==> run_1/layer_met1.png <==
The bar under the picture is 20 µm long. Supply wires on this layer in gray.
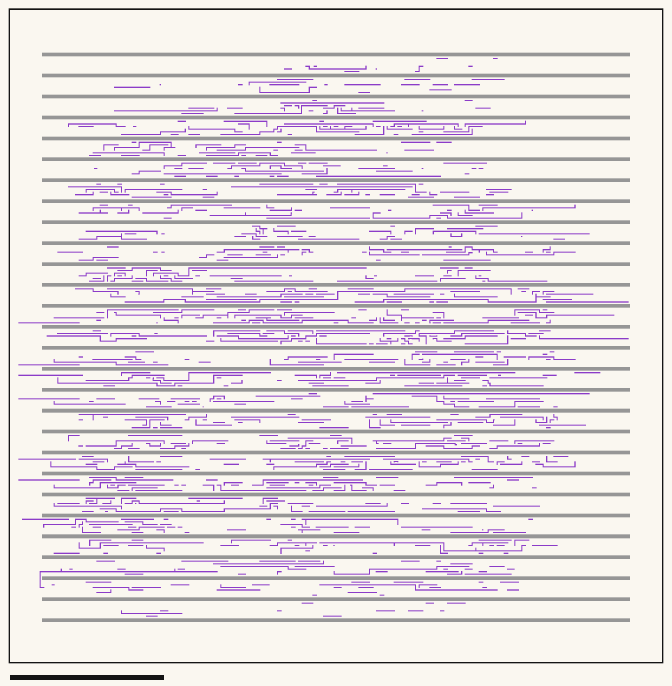
==> run_1/layer_met2.png <==
Cells faint in the background.
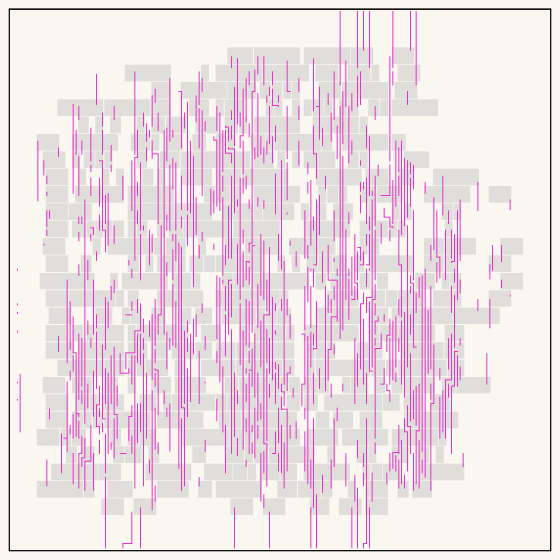
==> run_1/layer_met3.png <==
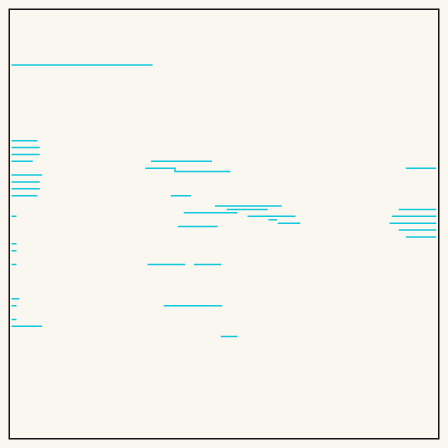
==> run_1/congestion.png <==
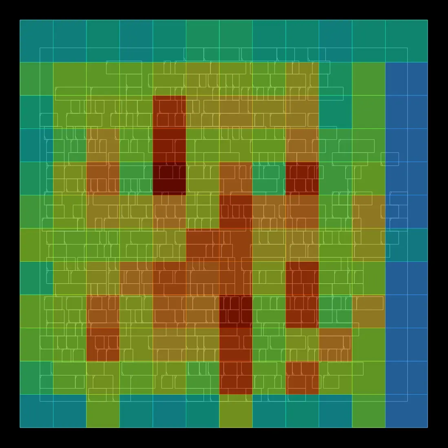
<file path="src/rtl/div_mon_pkg.sv">
// Shared types and default widths for the divider ratio monitor.
package div_mon_pkg;

  localparam int unsigned CNT_W_DEF = 8;
  localparam int unsigned WIN_W_DEF = 8;

  typedef enum logic [1:0] {
    ST_IDLE,
    ST_SYNC,
    ST_MEAS,
    ST_DONE
  } state_e;

endpackage

</file>
<file path="src/rtl/rise_edge_det.sv">
// One-flop rising-edge detector with synchronous active-high reset.
module rise_edge_det (
  input  logic clk,
  input  logic rst,
  input  logic d,
  output logic rise_c
);

  logic d_q;

  always_ff @(posedge clk) begin
    if (rst) d_q <= 1'b0;
    else     d_q <= d;
  end

  assign rise_c = d & ~d_q;

endmodule

</file>
<file path="src/rtl/div_ratio_monitor.sv">
// Measures rising-edge periods of a divided clock against an expected ratio.
// Optional high-time check is built when DUTY_CHECK_EN is defined.
module div_ratio_monitor
  import div_mon_pkg::*;
#(
  parameter int unsigned CNT_W = CNT_W_DEF,
  parameter int unsigned WIN_W = WIN_W_DEF
) (
  input  logic             clk_in,
  input  logic             rst,
  input  logic             div_in,
  input  logic             start,
  input  logic [CNT_W-1:0] exp_ratio,
  input  logic [CNT_W-1:0] exp_high,
  input  logic [WIN_W-1:0] num_periods,
  output logic             busy,
  output logic             done,
  output logic             pass,
  output logic [WIN_W-1:0] err_cnt,
  output logic [CNT_W-1:0] last_period,
  output logic             timeout,
  output logic             cfg_err
);

  localparam logic [CNT_W-1:0] CNT_MAX = '1;
  localparam logic [WIN_W-1:0] ERR_MAX = '1;

  state_e           state_q, state_d;
  logic             rise_c;
  logic [CNT_W-1:0] exp_ratio_q, per_cnt_q;
  logic [WIN_W-1:0] num_q, idx_q;
  logic             cfg_bad_c, sat_c, last_c, duty_bad_c, period_bad_c;

  rise_edge_det u_rise (
    .clk    (clk_in),
    .rst    (rst),
    .d      (div_in),
    .rise_c (rise_c)
  );

  assign cfg_bad_c    = exp_ratio < CNT_W'(2);
  // A rise on the saturating cycle still closes a valid period.
  assign sat_c        = (per_cnt_q == CNT_MAX) && !rise_c;
  assign last_c       = (idx_q + WIN_W'(1)) == num_q;
  assign period_bad_c = (per_cnt_q != exp_ratio_q) || duty_bad_c;

`ifdef DUTY_CHECK_EN
  logic [CNT_W-1:0] exp_high_q, hi_cnt_q;

  // High-time counter; the rise cycle itself is the first high cycle.
  always_ff @(posedge clk_in) begin
    if (rst) begin
      exp_high_q <= '0;
      hi_cnt_q   <= '0;
    end else begin
      if (state_q == ST_IDLE && start) exp_high_q <= exp_high;
      if (rise_c)                                hi_cnt_q <= CNT_W'(1);
      else if (div_in && hi_cnt_q != CNT_MAX)    hi_cnt_q <= hi_cnt_q + CNT_W'(1);
    end
  end

  assign duty_bad_c = hi_cnt_q != exp_high_q;
`else
  logic unused_exp_high;
  assign unused_exp_high = ^exp_high;
  assign duty_bad_c      = 1'b0;
`endif

  always_ff @(posedge clk_in) begin
    if (rst) state_q <= ST_IDLE;
    else     state_q <= state_d;
  end

  always_comb begin
    state_d = state_q;
    case (state_q)
      ST_IDLE: if (start)                 state_d = cfg_bad_c ? ST_DONE : ST_SYNC;
      ST_SYNC: if (rise_c)                state_d = ST_MEAS;
               else if (sat_c)            state_d = ST_DONE;
      ST_MEAS: if (rise_c && last_c)      state_d = ST_DONE;
               else if (sat_c)            state_d = ST_DONE;
      ST_DONE:                            state_d = ST_IDLE;
      default:                            state_d = ST_IDLE;
    endcase
  end

  // Datapath and registered status outputs.
  always_ff @(posedge clk_in) begin
    if (rst) begin
      busy        <= 1'b0;
      done        <= 1'b0;
      pass        <= 1'b0;
      err_cnt     <= '0;
      last_period <= '0;
      timeout     <= 1'b0;
      cfg_err     <= 1'b0;
      exp_ratio_q <= '0;
      num_q       <= '0;
      per_cnt_q   <= '0;
      idx_q       <= '0;
    end else begin
      done <= state_d == ST_DONE;
      busy <= (state_d == ST_SYNC) || (state_d == ST_MEAS);
      case (state_q)
        ST_IDLE: if (start) begin
          exp_ratio_q <= exp_ratio;
          num_q       <= (num_periods == '0) ? WIN_W'(1) : num_periods;
          err_cnt     <= '0;
          pass        <= 1'b0;
          timeout     <= 1'b0;
          cfg_err     <= cfg_bad_c;
          per_cnt_q   <= CNT_W'(1);
          idx_q       <= '0;
        end
        ST_SYNC: begin
          if (rise_c) begin
            per_cnt_q <= CNT_W'(1);
            idx_q     <= '0;
          end else if (sat_c) begin
            timeout   <= 1'b1;
          end else begin
            per_cnt_q <= per_cnt_q + CNT_W'(1);
          end
        end
        ST_MEAS: begin
          if (rise_c) begin
            last_period <= per_cnt_q;
            if (period_bad_c && err_cnt != ERR_MAX) err_cnt <= err_cnt + WIN_W'(1);
            per_cnt_q   <= CNT_W'(1);
            idx_q       <= idx_q + WIN_W'(1);
            if (last_c) pass <= (err_cnt == '0) && !period_bad_c;
          end else if (sat_c) begin
            timeout     <= 1'b1;
          end else begin
            per_cnt_q   <= per_cnt_q + CNT_W'(1);
          end
        end
        default: ;
      endcase
    end
  end

endmodule

</file>
<file path="config.mk">
export PLATFORM = sky130hd
export DESIGN_NAME = div_ratio_monitor
export DESIGN_NICKNAME = d
export VERILOG_FILES = /design/src/rtl/div_mon_pkg.sv /design/src/rtl/rise_edge_det.sv /design/src/rtl/div_ratio_monitor.sv
export SDC_FILE = /design/constraint.sdc
export NUM_CORES = 1
export LEC_CHECK = 0
export CORE_MARGIN = 4
export CORE_UTILIZATION = 48
export DETAILED_ROUTE_END_ITERATION = 10
export GPL_TIMING_DRIVEN = 0
export PLACE_DENSITY = 0.8
export SLEW_MARGIN = 20
export SYNTH_ARGS = -nofsm -noshare
export SYNTH_HDL_FRONTEND = slang
export SYNTH_SLANG_ARGS = --single-unit
</file>
<file path="constraint.sdc">
create_clock -name clk_in -period 1.9 [get_ports clk_in]
set_input_delay 0.38 -clock clk_in [delete_from_list [all_inputs] [get_ports clk_in]]
set_output_delay 0.38 -clock clk_in [all_outputs]
set_load 0.02 [all_outputs]
</file>
==> impl_metrics.env, run 1 <==
# source this file to load flow results
export IMPL_status="finished with violations"
export IMPL_violations="setup timing"
export IMPL_crit_chain="and4_4, nand3b_1, or4bb_1, o211ai_1, a31oi_1, nor2_1, ha_1, nor2b_1"
export IMPL_setup_viol=2
export IMPL_relSlewSlack=0.609
export IMPL_dr_pass1_iters=4
export IMPL_power_frac_comb=0.177
export IMPL_finalWorstSetupSlack_ns=-0.175
export IMPL_power_frac_seq=0.505
export IMPL_hold_violations=0
export IMPL_crit_required_ns=2.12
export IMPL_wl_per_cell_um=14.3
export IMPL_syn_area_per_cell_um2=8.13
export IMPL_dp_cells=459
export IMPL_area_growth_pct=27.6
export IMPL_viasPerCell=5.47
export IMPL_pre_cts_ws_ns=-0.847
export IMPL_post_route_util=0.642
export IMPL_hpwlAfterDp_um=4800
export IMPL_arrival_ns=2.29
export IMPL_rsz0062_at_grt="true"
export IMPL_grt_overflow=0
export IMPL_p_clk_frac=0.317
export IMPL_crit_type="flop to flop"
export IMPL_synth_top_cell_area_share=0.397
export IMPL_clock_skew_ns=0.00703
export IMPL_clk_pin_slew_ns=0.10
export IMPL_cts_htree_levels=2
export IMPL_power_mw=2.44
export IMPL_yosys_cells=347
export IMPL_top_cell="nand2_1"
export IMPL_postCtsHoldBufs=0
export IMPL_antenna_cells=0
export IMPL_grt_pass1_vias=2535
export IMPL_max_cap_violations=0
export IMPL_min_period_ns=2.07
export IMPL_hold_class="flop to flop"
-- layer_met1.png (at the start) --
The layer holds 47% of the routed length. 401 nets have wire on it.

-- layer_met2.png (at the start) --
The layer holds 48% of the routed length. The longest straight run is 36.4 µm. The wires run mostly vertical. 357 nets have wire on it.

-- layer_met3.png (at the start) --
The longest straight run is 27.6 µm. The layer holds 3.5% of the routed length. The wires run mostly horizontal.

-- congestion.png (at the start) --
Most Crowded Layer GR: met2
GR Util met3: 0.0363
routing usage on met2: 0.333
overall routing resource usage: 0.192
M1 GR Usage: 0.246

-- run 1: state kept, by name (all words and copies together) (netlist names) --
signal	cells
err_cnt	8
exp_ratio_q	8
idx_q	8
last_period	8
num_q	8
per_cnt_q	8
state_q	2
busy	1
cfg_err	1
done	1
pass	1
timeout	1
u_rise.d_q	1
-- run 1: tightest hold or removal path, delay by kind of cell (launching register included) --
kind / cells / cell delay [ns]
AND-OR/OR-AND: 1 / 0.05
AND/OR/NAND/NOR: 1 / 0.05
flip-flops: 1 / 0.32
-- run 1: cell type report --
class | instances | area (µm²)
buffer | 14 | 104
clock buffer | 6 | 72.6
timing repair buffer | 49 | 467
clock inverter | 2 | 35.0
fill | 498 | 2010
sequential | 56 | 1140
inverter | 7 | 26.3
multi-input combinational | 269 | 1660
tap | 72 | 90.1
-- run 1: power groups by stage --
stage / registers (mW) / logic (mW) / clock network [mW]
finish: 1.24 / 0.433 / 0.776
global route: 1.24 / 0.476 / 0.838
CTS: 1.24 / 0.408 / 0.785
detailed placement: 1.27 / 0.387 / 0
global placement: 1.27 / 0.381 / 0
floorplan: 1.27 / 0.257 / 0
-- run 1: cell families (layout without fill, tap and decap cells) --
| logic type | after synthesis | count (layout) | synth area share |
|---|---|---|---|
| DFF | 56 | 56 | 0.397 |
| buffers and inverters | 22 | 78 | 0.0426 |
| and+or+nand+nor | 158 | 158 | 0.282 |
| AOI/OAI and AO/OA | 78 | 78 | 0.163 |
| muxes | 1 | 1 | 0.00355 |
| adders and majority gates | 9 | 9 | 0.0399 |
| xor gates and xnor gates | 23 | 23 | 0.0714 |
-- run 1: final timing paths --
| path | startpoint | endpoint | slack (ns) | depth (start not counted) |
|---|---|---|---|---|
| worst max-delay path | idx_q[1]$_SDFFE_PP0P_ | busy$_SDFF_PP0_ | -0.17 | 8 |
| worst min-delay path | last_period[5]$_SDFFE_PP0P_ | last_period[5]$_SDFFE_PP0P_ | 0.46 | 2 |
| worst max register to register | idx_q[1]$_SDFFE_PP0P_ | busy$_SDFF_PP0_ | -0.17 | 8 |
| worst min register to register | last_period[5]$_SDFFE_PP0P_ | last_period[5]$_SDFFE_PP0P_ | 0.46 | 2 |
-- run 1: layer usage --
metal	wire length [µm]	up-vias	part of all wire	GRT usage
li1	-	1320	-	-
met4	69	0	0.010	0.0460
met5	0	-	0	0
met3	234	10	0.034	0.0363
met1	3210	1225	0.47	0.246
met2	3290	45	0.48	0.333
-- run 1: cell usage in the layout, fill, tap and decap left out, types with 3 or more instances in the layout --
master and instances:
nor2_1 22, a21oi_1 45, and3_1 3, buf_4 10
nand2_1 62, o21ai_0 13, clkbuf_1 7, dfxtp_1 50
ha_1 6, nor3_1 6, clkdlybuf4s50_1 39, nor2b_1 8
or3_1 10, buf_6 3, xor2_1 9, xnor2_1 14
dfxtp_4 5, nor4_1 4, inv_1 6, clkbuf_8 6
nand3_1 10, nand4_1 7
-- run 1: repair_timing --
action                                  CTS  global route
resized                                  22            10
buffers inserted                          6             3
endpoints found under the setup margin   32            17
gates cloned                              0             0
pin swaps                                 1             2
## Run 2: what changed since run 1
- SYNTH_HIERARCHICAL: unset -> 1
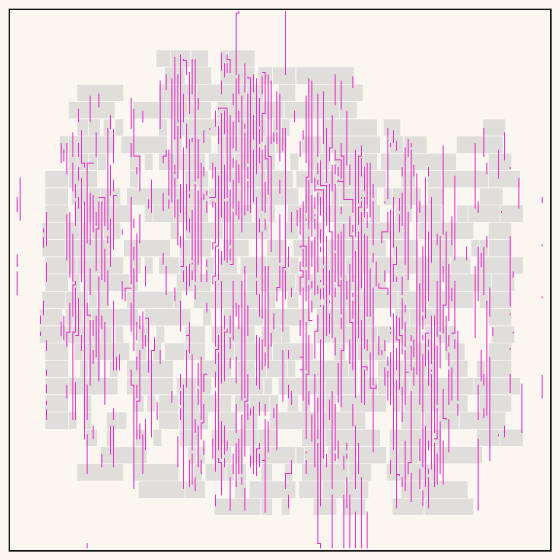
(run_2/layer_met2.png)
Cells faint in the background.
The wires run mostly vertical. The longest straight run is 37.4 µm. 374 nets have wire on it.

==> run 2 against run 1 <==
Against the previous run: the run still ends with setup timing left; maximum frequency shrank 0.90%; die area increased by 1.2%; synthesized area is 1.3% higher; sequential share of layout area down 1.9 points; cell count rose by 2.9%; largest power group unchanged; highest routed layer unchanged.
==> impl_metrics.env, run 2 <==
# source this file to load flow results
export IMPL_hold_violations=0
export IMPL_dp_cells=465
export IMPL_max_stage_delay_ns=0.41
export IMPL_synth_top_cell_area_share=0.392
export IMPL_ys_flops=56
export IMPL_common_cells="60 x nand2_1, 56 x dfxtp_1, 41 x nor2_1"
export IMPL_stdcell_count=489
export IMPL_arrival_ns=2.30
export IMPL_yosys_cells=353
export IMPL_crit_chain="nand3_4, buf_12, nor3_1, nor4b_1, or3b_4, a21oi_4, nor3_2, ha_1, nor2b_1"
export IMPL_flop_cell="dfxtp_1"
export IMPL_grt_pass1_wl_um=11400
export IMPL_drc=0
export IMPL_worst_pin_slew_ns=0.594
export IMPL_grt_overflow=0
export IMPL_clock_sinks=56
export IMPL_slowest_stage="or3b_4"
export IMPL_min_period_ns=2.09
export IMPL_clk_pin_slew_ns=0.10
export IMPL_grt_use_total=0.192
export IMPL_edf_count=0
export IMPL_vias=2740
export IMPL_setup_viol=3
export IMPL_drive_above_1_share=0.223
export IMPL_synth_warnings=6
export IMPL_power_density_nw_per_um2=734
export IMPL_insertion_delay_ns=0.31
export IMPL_num_rows=27
export IMPL_ir_drop_v=0.000365
export IMPL_tns_ns=-0.296
export IMPL_rsz0062_at_grt="true"
export IMPL_die_h_um=85.2
export IMPL_lay_top_cells="59 x nand2_1, 45 x dfxtp_1, 40 x clkdlybuf4s50_1, 36 x a21oi_1, 36 x nor2_1"
export IMPL_gp_congestion=0.873
export IMPL_area_growth_pct=35.0
export IMPL_ant_nets=0
export IMPL_reg2reg_from="idx_q[1]$_SDFFE_PP0P_"
export IMPL_crit_end="busy$_SDFF_PP0_"
export IMPL_fp_util=0.507
export IMPL_postSynthSeqShare=0.392
export IMPL_grt_pass1_vias=2467
export IMPL_clock_skew_ns=0.00765
export IMPL_crit_required_ns=2.10
export IMPL_final_common_cell="nand2_1"
export IMPL_antenna_cells=0
export IMPL_hpwlAfterDp_um=4920
export IMPL_syn_area_per_cell_um2=8.10
export IMPL_worst_setup_path_start_kind="flop"
export IMPL_drt_total_wl_um=7330
export IMPL_chip_area_um2=7250
export IMPL_dr_pass1_iters=5
export IMPL_violations="setup timing"
export IMPL_wl_per_cell_um=15.0
export IMPL_yosys_area_top_type="dfxtp_1"
export IMPL_syn_nets=390
export IMPL_portBuffers=40
export IMPL_top_cells_by_area="dfxtp_1 39%, nand2_1 7.9%, xnor2_1 6.7%, a21oi_1 6.5%, nor2_1 5.4%"
export IMPL_antenna_found_initial=0
export IMPL_grt_max_degree=17
export IMPL_relSlewSlack=0.600
export IMPL_top_cell="nand2_1"
export IMPL_cts_tree="built"
export IMPL_worstSetupStartpoint="idx_q[1]$_SDFFE_PP0P_"
export IMPL_finalWorstSetupSlack_ns=-0.194
export IMPL_crit_type="flop to flop"
export IMPL_cts_htree_levels=2
export IMPL_status="finished with violations"
export IMPL_rr_worst_depth=9
export IMPL_crit_fanout=4
export IMPL_clockBufferDepth=2
export IMPL_slew_violations=0
export IMPL_post_route_util=0.684
export IMPL_period_used=1.10
export IMPL_netlist_instances=353
export IMPL_numCtsBuffers=5
export IMPL_die_w_um=85.2
export IMPL_netlist_area_um2=2860
export IMPL_synthArstFlopShare=0
export IMPL_synthDistinctLibCells=48
export IMPL_p_leak_nw=1.34
export IMPL_end_kind="flop"
export IMPL_pre_cts_ws_ns=-0.840
export IMPL_reg2reg_to="busy$_SDFF_PP0_"
export IMPL_max_cap_violations=0
export IMPL_viasPerCell=5.60
export IMPL_fin_nets=453
export IMPL_r2r_slack_ns=-0.19
export IMPL_coreArea_um2=5640
export IMPL_hold_class="flop to flop"
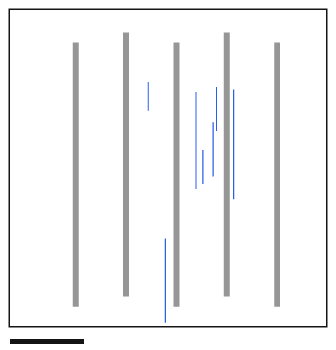
(run_2/layer_met4.png)
The bar under the picture is 20 µm long. Supply wires on this layer in gray.
7 nets have wire on it. The longest straight run is 29.2 µm. The layer carries 120 µm of wire. The layer holds 1.6% of the routed length.

[run 2: cell count changes after synthesis, sizes merged, moves of 3 or more]
cell	previous run	this run
and3	5	2
o21ai	15	10
nor3	7	12
nor2	22	41
and4	4	0
nand3	10	15
xnor2	14	22
xor2	9	6
a21oi	46	41
or3	11	3
nand2	64	60
[run 2: what timing repair did]
action                     4_1_cts  5_1_grt
pin swaps                        9       16
resized                         31       29
setup endpoints to repair       24       32
hold buffers                     0        0
buffers inserted                 8        8
gates cloned                     1        0
[run 2: metal layers]
metal | global-route usage | share of wire | vias to the layer above
met4 | 0.0403 | 0.016 | 0
met5 | 0 | 0 | -
met2 | 0.336 | 0.49 | 101
met1 | 0.246 | 0.44 | 1292
met3 | 0.0340 | 0.052 | 15
li1 | - | - | 1332
[run 2: layout make-up]
type	instances	area, µm²
inverters	9	33.8
plain buffers	13	75.1
fillers	462	1780
flip-flops and latches	56	1150
multi-input cells	274	1850
clock buffers	8	121
well taps	72	90.1
repair buffers	57	538
[run 2: kinds of logic (layout without fill, tap and decap cells)]
group | Yosys count | after routing | share of synthesized area
AND/OR/NAND/NOR | 168 | 168 | 0.290
AND-OR/OR-AND | 68 | 68 | 0.155
flip-flops | 56 | 56 | 0.392
XOR/XNOR | 28 | 28 | 0.0858
buffers and inverters | 23 | 87 | 0.0337
adder cells (fa/ha/maj) | 9 | 9 | 0.0394
multiplexers | 1 | 1 | 0.00350
[run 2: worst min path at each step]
stage	from	end	slack [ns]	cells after the start
final	last_period[3]$_SDFFE_PP0P_	last_period[3]$_SDFFE_PP0P_	0.46	2
after CTS	last_period[6]$_SDFFE_PP0P_	last_period[6]$_SDFFE_PP0P_	0.46	2
after global routing	last_period[6]$_SDFFE_PP0P_	last_period[6]$_SDFFE_PP0P_	0.49	2
after floorplan	rst	u_rise/d_q$_SDFF_PP0_	0.44	1
after detailed placement	last_period[6]$_SDFFE_PP0P_	last_period[6]$_SDFFE_PP0P_	0.45	2
after global placement	last_period[5]$_SDFFE_PP0P_	last_period[5]$_SDFFE_PP0P_	0.45	2
[run 2: per-stage QoR]
step	hold WS (ns)	cell area, µm²	power (mW)
floorplan	0.444	2890	1.73
global placement	0.448	3380	1.89
finish	0.461	3860	2.83
CTS	0.464	3660	2.74
global route	0.488	3860	2.97
detailed placement	0.450	3380	1.90
[run 2: where the power goes]
| group | internal [mW] | switching, mW |
|---|---|---|
| clock network | 0.413 | 0.378 |
| registers | 1.23 | 0.0539 |
| logic | 0.330 | 0.429 |
[run 2: critical path: cells and delay by family, from the launching register on]
family,cells,cell delay (ns)
and+or+nand+nor,6,1.00
DFF,1,0.39
adders and majority gates,1,0.26
AOI/OAI and AO/OA,1,0.19
buffers and inverters,1,0.14
## Run 3: what changed since run 2
- CAP_MARGIN: unset -> 15
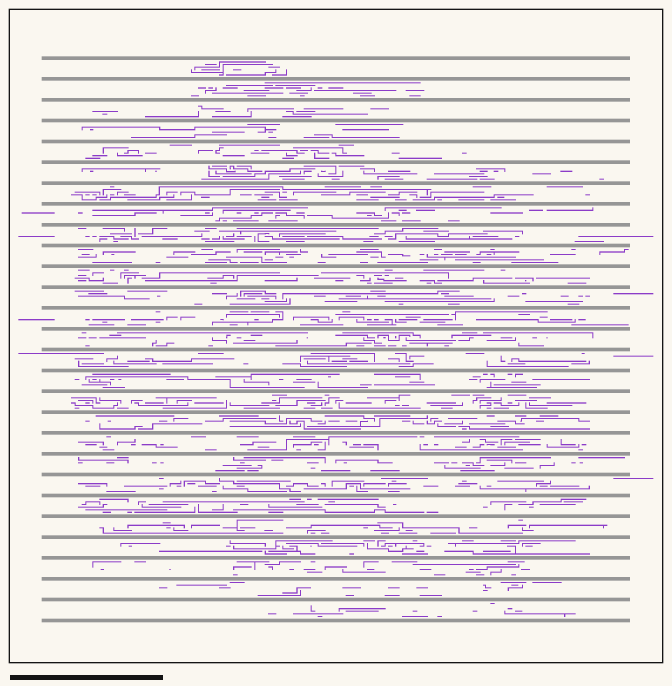
(run_3/layer_met1.png)
The bar under the picture is 20 µm long. Supply wires on this layer in gray.
The layer holds 44% of the routed length. The wires run mostly horizontal. 396 nets have wire on it. The layer carries 3250 µm of wire. The longest straight run is 24.8 µm.

==> run 3 against run 2 <==
Against the previous run: the flow still finishes with violations (setup timing); sequential cell count did not move; clock power barely moved; highest routed layer unchanged; critical path depth unchanged; largest power group unchanged; critical endpoint unchanged; register-to-register slack hardly changed; maximum frequency did not move; largest cell class unchanged; utilization unchanged; cell count stayed put; non-clock buffer count did not move; synthesized area is the same.
==> impl_metrics.env, run 3 <==
# source this file to load flow results
export IMPL_status="finished with violations"
export IMPL_violations="setup timing"
export IMPL_clock_sinks=56
export IMPL_period_used=1.10
export IMPL_switching_share=0.304
export IMPL_gp_congestion=0.873
export IMPL_syn_area_per_cell_um2=8.10
export IMPL_coreArea_um2=5640
export IMPL_max_cap_violations=0
export IMPL_netlist_area_um2=2860
export IMPL_die_w_um=85.2
export IMPL_insertion_delay_ns=0.31
export IMPL_p_clk_frac=0.279
export IMPL_arrival_ns=2.30
export IMPL_rr_worst_depth=9
export IMPL_postSynthSeqShare=0.392
export IMPL_setup_viol=3
export IMPL_finalWorstSetupSlack_ns=-0.194
export IMPL_ys_flops=56
export IMPL_chip_area_um2=7250
export IMPL_synthArstFlopShare=0
export IMPL_cts_tree="built"
export IMPL_p_sw_mw=0.861
export IMPL_lay_top_cells="59 x nand2_1, 45 x dfxtp_1, 40 x clkdlybuf4s50_1, 36 x a21oi_1, 36 x nor2_1"
export IMPL_relSlewSlack=0.600
export IMPL_area_growth_pct=35.0
export IMPL_viasPerCell=5.60
export IMPL_clockBufferDepth=2
export IMPL_power_frac_comb=0.268
export IMPL_antenna_cells=0
export IMPL_tns_ns=-0.296
export IMPL_common_cells="60 x nand2_1, 56 x dfxtp_1, 41 x nor2_1"
export IMPL_end_kind="flop"
export IMPL_drt_total_wl_um=7330
export IMPL_holdPathEnd="last_period[3]$_SDFFE_PP0P_"
export IMPL_synthDistinctLibCells=48
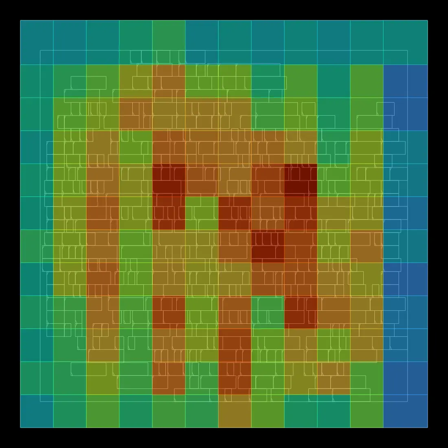
(run_3/congestion.png)
overall routing resource usage: 0.192
GR Util met3: 0.0340

[run 3: cell counts after synthesis]
Identical to the previous run, type by type.
[run 3: kinds of logic after synthesis]
kind of cell               Yosys count  share of synthesized area
DFF                                 56                      0.392
buffers and inverters               23                     0.0337
and+or+nand+nor                    168                      0.290
AOI/OAI and AO/OA                   68                      0.155
muxes                                1                    0.00350
xor gates and xnor gates            28                     0.0858
adders and majority gates            9                     0.0394
[run 3: worst max-delay path by stage]
| stage | from | end | slack [ns] |
|---|---|---|---|
| finish | idx_q[1]$_SDFFE_PP0P_ | busy$_SDFF_PP0_ | -0.19 |
| detailed placement | start | busy$_SDFF_PP0_ | -0.84 |
| global placement | start | busy$_SDFF_PP0_ | -0.85 |
| global route | idx_q[0]$_SDFFE_PP0P_ | busy$_SDFF_PP0_ | -0.29 |
| floorplan | idx_q[1]$_SDFFE_PP0P_ | busy$_SDFF_PP0_ | 0.005 |
| CTS | idx_q[0]$_SDFFE_PP0P_ | busy$_SDFF_PP0_ | -0.11 |
[run 3: metal layers]
layer,part of all wire,track usage,vias to the layer above,wire (µm)
li1,-,-,1332,-
met1,0.44,0.246,1292,3250
met2,0.49,0.336,101,3580
met3,0.052,0.0340,15,382
met4,0.016,0.0403,0,119
met5,0,0,-,0
[run 3: area by class of cell]
type                    count  area [µm²]  area share
repair buffers             57         538       0.139
clock buffers               8         121      0.0315
flip-flops and latches     56        1150       0.298
inverters                   9        33.8     0.00876
well taps                  72        90.1      0.0234
multi-input cells         274        1850       0.479
plain buffers              13        75.1      0.0195
[run 3: power by group through the flow]
stage | Clock, mW | Combinational [mW] | Sequential, mW
CTS | 0.801 | 0.655 | 1.28
floorplan | 0 | 0.422 | 1.30
global route | 0.856 | 0.826 | 1.29
finish | 0.791 | 0.758 | 1.28
detailed placement | 0 | 0.593 | 1.31
global placement | 0 | 0.581 | 1.31
[run 3: worst max-delay path, cell delays in order, from the launching register on]
cell and delay [ns]:
dfxtp_4 0.39, nand3_4 0.10, buf_12 0.14, nor3_1 0.22
nor4b_1 0.10, or3b_4 0.41, a21oi_4 0.19, nor3_2 0.05
ha_1 0.26, nor2b_1 0.12
[run 3: what timing repair did]
item | in CTS | in global routing
setup buffers | 8 | 8
gates cloned | 1 | 0
setup endpoints to repair | 24 | 32
gates resized | 31 | 29
pin swaps | 9 | 16
[run 3: stage by stage]
stage | std cells | setup slack [ns] | hold WS, ns | area (µm²)
5_1_grt | 489 | -0.290 | 0.488 | 3860
2_1_floorplan | 353 | 0.00515 | 0.444 | 2890
6_report | 489 | -0.194 | 0.461 | 3860
3_3_place_gp | 465 | -0.853 | 0.448 | 3380
3_5_place_dp | 465 | -0.840 | 0.450 | 3380
4_1_cts | 481 | -0.106 | 0.464 | 3660
Power and IR drop assume default switching activity.
